### src/rtl/lane_os_tx.sv
// lane_os_tx: per-lane ordered-set generator (logical idle, TS1, TS2) feeding
// a registered running-disparity 8b/10b encoder one stage behind the bytes.
module lane_os_tx (
  input  logic        clk,
  input  logic        reset_n,
  input  logic [5:0]  ost,
  input  logic        en_n,
  input  logic [39:0] ts1,
  input  logic [39:0] ts2,
  output logic [7:0]  rxdata,
  output logic        rxdatak,
  output logic        rxvalid,
  output logic [9:0]  sym10,
  output logic        disp
);
  // state  | meaning
  // M_NONE | nothing transmitted, rxvalid=0, sidx parked at 0
  // M_IDLE | logical idle (00, K=0) every cycle, sidx parked at 0
  // M_TS1  | TS1 set in progress, sidx walks 0..15
  // M_TS2  | TS2 set in progress, sidx walks 0..15
  typedef enum logic [1:0] {M_NONE, M_IDLE, M_TS1, M_TS2} mode_t;

  mode_t       mode;
  mode_t       req;
  mode_t       nxt;
  logic [3:0]  sidx;
  logic [39:0] ts_sel;
  logic [7:0]  ts_byte;
  logic        ts_k;

  logic [4:0]  dx;
  logic [2:0]  dy;
  logic        k28;
  logic        k_alt;
  logic        six_unbal;
  logic        four_unbal;
  logic        rd_mid;
  logic        alt7;
  logic        enc_disp;
  logic [5:0]  six;
  logic [3:0]  four;
  logic [9:0]  enc_sym;

  // 5b/6b code in abcdei order (a = MSB) for the RD- column.
  function automatic logic [5:0] enc6(input logic [4:0] v);
    logic [5:0] r;
    case (v)
      5'd0:  r = 6'b100111;
      5'd1:  r = 6'b011101;
      5'd2:  r = 6'b101101;
      5'd3:  r = 6'b110001;
      5'd4:  r = 6'b110101;
      5'd5:  r = 6'b101001;
      5'd6:  r = 6'b011001;
      5'd7:  r = 6'b111000;
      5'd8:  r = 6'b111001;
      5'd9:  r = 6'b100101;
      5'd10: r = 6'b010101;
      5'd11: r = 6'b110100;
      5'd12: r = 6'b001101;
      5'd13: r = 6'b101100;
      5'd14: r = 6'b011100;
      5'd15: r = 6'b010111;
      5'd16: r = 6'b011011;
      5'd17: r = 6'b100011;
      5'd18: r = 6'b010011;
      5'd19: r = 6'b110010;
      5'd20: r = 6'b001011;
      5'd21: r = 6'b101010;
      5'd22: r = 6'b011010;
      5'd23: r = 6'b111010;
      5'd24: r = 6'b110011;
      5'd25: r = 6'b100110;
      5'd26: r = 6'b010110;
      5'd27: r = 6'b110110;
      5'd28: r = 6'b001110;
      5'd29: r = 6'b101110;
      5'd30: r = 6'b011110;
      default: r = 6'b101011;
    endcase
    return r;
  endfunction

  // A new request is only honoured between sets or when not sending a set.
  always_comb begin
    case (ost)
      6'd1:    req = M_IDLE;
      6'd2:    req = M_TS1;
      6'd3:    req = M_TS2;
      default: req = M_NONE;
    endcase
    nxt = mode;
    if (sidx == 4'd0 || mode == M_NONE || mode == M_IDLE) nxt = req;
  end

  always_comb begin
    ts_sel  = (nxt == M_TS2) ? ts2 : ts1;
    ts_byte = (nxt == M_TS2) ? 8'h45 : 8'h4A;
    ts_k    = 1'b0;
    case (sidx)
      4'd0: begin
        ts_byte = 8'hBC;
        ts_k    = 1'b1;
      end
      4'd1: begin
        ts_byte = ts_sel[7:0];
        ts_k    = (ts_sel[7:0] == 8'hF7);
      end
      4'd2: begin
        ts_byte = ts_sel[15:8];
        ts_k    = (ts_sel[15:8] == 8'hF7);
      end
      4'd3:    ts_byte = ts_sel[23:16];
      4'd4:    ts_byte = ts_sel[31:24];
      4'd5:    ts_byte = ts_sel[39:32];
      default: ;
    endcase
  end

  always_ff @(posedge clk or negedge reset_n) begin
    if (!reset_n) begin
      mode    <= M_NONE;
      sidx    <= 4'd0;
      rxdata  <= 8'h00;
      rxdatak <= 1'b0;
      rxvalid <= 1'b0;
    end else if (en_n) begin
      mode    <= M_NONE;
      sidx    <= 4'd0;
      rxdata  <= 8'h00;
      rxdatak <= 1'b0;
      rxvalid <= 1'b0;
    end else begin
      mode <= nxt;
      case (nxt)
        M_TS1, M_TS2: begin
          rxdata  <= ts_byte;
          rxdatak <= ts_k;
          rxvalid <= 1'b1;
          sidx    <= sidx + 4'd1;
        end
        M_IDLE: begin
          rxdata  <= 8'h00;
          rxdatak <= 1'b0;
          rxvalid <= 1'b1;
          sidx    <= 4'd0;
        end
        default: begin
          rxdata  <= 8'h00;
          rxdatak <= 1'b0;
          rxvalid <= 1'b0;
          sidx    <= 4'd0;
        end
      endcase
    end
  end

  // K codes other than K28.y / Kx.7 fall through to their D encoding.
  always_comb begin
    dx    = rxdata[4:0];
    dy    = rxdata[7:5];
    k28   = rxdatak && (dx == 5'd28);
    k_alt = k28 || (rxdatak && dy == 3'd7 &&
            (dx == 5'd23 || dx == 5'd27 || dx == 5'd29 || dx == 5'd30));

    six       = k28 ? 6'b001111 : enc6(dx);
    six_unbal = ($countones(six) != 3);
    rd_mid    = disp ^ six_unbal;
    if (disp && (six_unbal || dx == 5'd7)) six = ~six;

    four_unbal = (dy == 3'd0 || dy == 3'd4 || dy == 3'd7);
    alt7 = k_alt ||
           (!rd_mid && (dx == 5'd17 || dx == 5'd18 || dx == 5'd20)) ||
           (rd_mid && (dx == 5'd11 || dx == 5'd13 || dx == 5'd14));
    case (dy)
      3'd0:    four = 4'b1011;
      3'd1:    four = 4'b1001;
      3'd2:    four = 4'b0101;
      3'd3:    four = 4'b1100;
      3'd4:    four = 4'b1101;
      3'd5:    four = 4'b1010;
      3'd6:    four = 4'b0110;
      default: four = alt7 ? 4'b0111 : 4'b1110;
    endcase
    if (rd_mid && (four_unbal || dy == 3'd3)) four = ~four;
    // K28 uses the complementary form of the neutral fghj groups.
    if (k28 && !rd_mid && (dy == 3'd1 || dy == 3'd2 || dy == 3'd5 || dy == 3'd6))
      four = ~four;

    enc_disp = rd_mid ^ four_unbal;
    enc_sym  = {four[0], four[1], four[2], four[3],
                six[0], six[1], six[2], six[3], six[4], six[5]};
  end

  always_ff @(posedge clk or negedge reset_n) begin
    if (!reset_n) begin
      sym10 <= 10'h000;
      disp  <= 1'b0;
    end else if (rxvalid) begin
      sym10 <= enc_sym;
      disp  <= enc_disp;
    end
  end

endmodule

### config.mk
export PLATFORM = sky130hd
export DESIGN_NAME = lane_os_tx
export DESIGN_NICKNAME = d
export VERILOG_FILES = /design/src/rtl/lane_os_tx.sv
export SDC_FILE = /design/constraint.sdc
export NUM_CORES = 1
export LEC_CHECK = 0
export ABC_AREA = 1
export CELL_PAD_IN_SITES_DETAIL_PLACEMENT = 2
export CELL_PAD_IN_SITES_GLOBAL_PLACEMENT = 2
export CORE_UTILIZATION = 22
export DETAILED_ROUTE_END_ITERATION = 6
export GPL_ROUTABILITY_DRIVEN = 0
export PLACE_DENSITY = 0.86
export SYNTH_ARGS = -nofsm -noshare
export SYNTH_HDL_FRONTEND = slang
export SYNTH_SLANG_ARGS = --single-unit
### constraint.sdc
create_clock -name clk -period 5.15 [get_ports clk]
set_clock_uncertainty 0.05 [all_clocks]
set_input_delay 0.515 -clock clk [delete_from_list [all_inputs] [get_ports clk]]
set_output_delay 0.515 -clock clk [all_outputs]
set_load 0.02 [all_outputs]
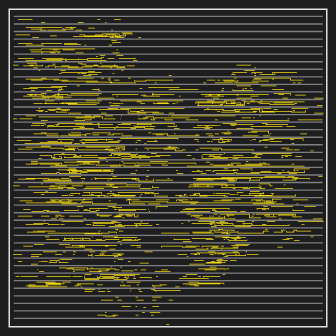
**Above:** M1 wires.
Supply wires on this layer in gray.
main direction: horizontal
wire length on this layer: 4500 µm
share of all routed wire: 40%
final wirelength: 11200 µm
met1 Use GR: 19.6%
Via Count: 3319

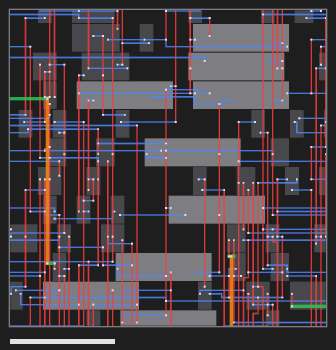
**Above:** close-up of the layout.
The bar under the picture is 10 µm long. Region (42, 42) to (72, 72) µm. Cells in gray, sequential cells in the stronger gray; small squares are vias.
[M2] red
[M1] blue
[M3] green
[M4] orange
netlist names of flops here include: rxdata (4), sidx (2)
most frequent: inv_1 (9), dfrtp_1 (9), nor2_1 (7)
sequential cells in the window: 9
cells with their middle in the window: 44

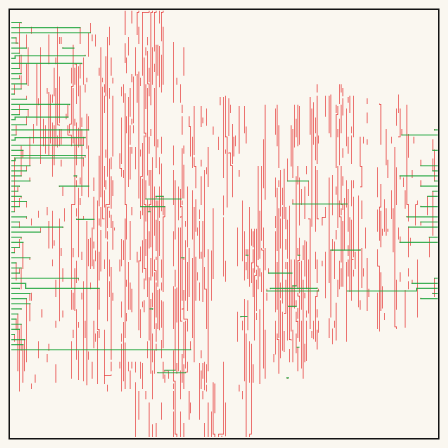
**Above:** wiring by layer.
Two of the layers only.
[M3] green | wire length: 670 µm
[M2] red | wire length: 5840 µm

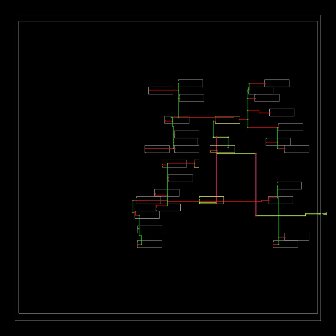
**Above:** the clock network.
flop count: 27
Num Clock Sinks: 27

==> impl_metrics.json <==
{
  "endpoint_kind": "flop",
  "firstDrtPassIters": 4,
  "fin_crit_ps": 4680,
  "status": "complete, no violations",
  "overflow": 0,
  "period_used_pct": 90.9,
  "postCtsSetupBuffers": 0,
  "grt_use_total_pct": 17.8,
  "n_all_inverters": 71,
  "cp.depth": 19,
  "slew_violations": 0,
  "ys.flop_type": "dfrtp_1",
  "top_cell": "nand2_1",
  "setup.worst_path.end": "sym10[6]",
  "synthArstFlopShare_pct": 100,
  "synth.largest_area_cell": "dfrtp_1",
  "worstMarginPinSlew_ps": 638,
  "p_sw_mw": 0.265,
  "top_register": "sym10",
  "fin_util_pct": 33.6,
  "pg_clk_mw": 0.180,
  "worst-r2r-setup-slack_ps": 470,
  "hp-start": "sym10[9]",
  "yosysChipArea_um2": 2750,
  "final_cell_mix": "clkdlybuf4s50_1 (109), nand2_1 (104), inv_1 (70)",
  "fillerInstances": 1466,
  "met2_length_um": 5840,
  "grt_pass1_wl_um": 18100,
  "buf_share_pct": 27.1,
  "relSlewSlack_pct": 57.4,
  "powerDensity_nw_per_um2": 194,
  "drc": 0,
  "ys_top_cells_by_count": "nand2_1 (104), inv_1 (70), nor2_1 (56)",
  "clockPowerShare_pct": 22.8,
  "routed.top_layer": "met4",
  "r2r-start": "rxdata[0]",
  "yosysUniqueCellTypes": 38,
  "arrival_ps": 4830,
  "post_cts_resized": 0,
  "synthesis.area_um2": 2750,
  "cpMaxStageDelayCell": "fa_1",
  "power.leakage_nw": 1.87,
  "p_seq_share_pct": 34.6,
  "syn_inst": 436,
  "die_w_um": 114,
  "startpoint_type": "flop",
  "rsz0062_at_grt": "no",
  "synthToLayoutAreaGrowth_pct": 48.1,
  "yosysWarnings": 0,
  "syn_nets": 541,
  "worstHoldPathCells": 2,
  "grt_max_degree": 38,
  "cts_root_buf": "clkbuf_16",
  "hold_violations": 0,
  "met1_length_um": 4500,
  "fmax_mhz": 214,
  "clk_latency_ps": 260,
  "h-tree-depth": 1,
  "routed-wl-met3_um": 669,
  "clkCellAreaFrac_pct": 1.97,
  "io_buffers": 109,
  "final_common_cell": "clkdlybuf4s50_1",
  "yosys.stat.seqShare_pct": 24.6,
  "dp_hpwl_um": 9500,
  "taps": 168,
  "first_iter_violations": 75,
  "cts_buffers": 3,
  "grt_pass1_vias": 3725,
  "path_buffers": 5,
  "crit_chain": "inv_1, ha_1, nand4_1, nand3_1, inv_1, fa_1, inv_1, fa_1, ha_1, inv_1, fa_1, nand3b_1, xor2_1, nor2_1, nor2_1, inv_1, nand3_1, nand3_1, nand2_1",
  "ctsHoldBuffers": 0,
  "dieHeight_um": 114,
  "cts_tree": "built",
  "antenna_found_initial": 0,
  "vdd.ir_drop.worst_mv": 0.108,
  "finalSetupViolCount": 0,
  "dieArea_um2": 13000,
  "required_ps": 5300,
  "tool_warnings": 36,
  "seq_area_share_pct": 16.6,
  "sw_frac_of_total_pct": 33.6,
  "comb_area_um2": 1740,
  "seq-power_mw": 0.273,
  "combPwrFrac_pct": 42.6,
  "sh_comb_area_pct": 42.6,
  "intPower_mw": 0.525,
  "hold_path_end": "sym10[9]",
  "use_met3_pct": 3.29,
  "grtUsageMet2_pct": 34.8,
  "clock_buffers": 3,
  "ys.flops": 27,
  "ys_cells": 436,
  "cp_max_fo": 7,
  "row_count": 40,
  "antenna_cells": 0,
  "num-multi-input-gates": 326,
  "pg_comb_mw": 0.337,
  "fin_setup_tns_ps": 0,
  "synth-edff-count": 0,
  "cts_buffer_depth": 2,
  "num-nonclk-buffers": 111,
  "reg_top3": "sym10 x10, rxdata x8, sidx x4",
  "core_area_um2": 12100,
  "ant_nets": 0,
  "top_cell_area_share_pct": 24.6,
  "path_clk_slew_ps": 70
}
-- per-stage QoR --
stage / setup WS [ps] / cells / total power [mW] / hold WS [ps] / instance area [µm²]
final: 470 / 707 / 0.790 / 439 / 4070
after global routing: 45.2 / 707 / 0.835 / 474 / 4070
after CTS: 404 / 707 / 0.800 / 450 / 4070
after detailed placement: 462 / 703 / 0.619 / 433 / 3990
after global placement: 760 / 703 / 0.600 / 420 / 3990
after floorplan: 898 / 436 / 0.431 / 169 / 2750
-- kinds of logic (layout without fill, tap and decap cells) --
family	count (synthesis)	after routing	share of synthesized area [%]
XOR/XNOR	10	10	3.18
AND-OR/OR-AND	73	73	15.1
flip-flops	27	27	24.6
adder cells (fa/ha/maj)	16	16	8.09
buffers and inverters	83	186	12.4
AND/OR/NAND/NOR	227	227	36.7
Power is estimated from default activity; no workload was simulated.
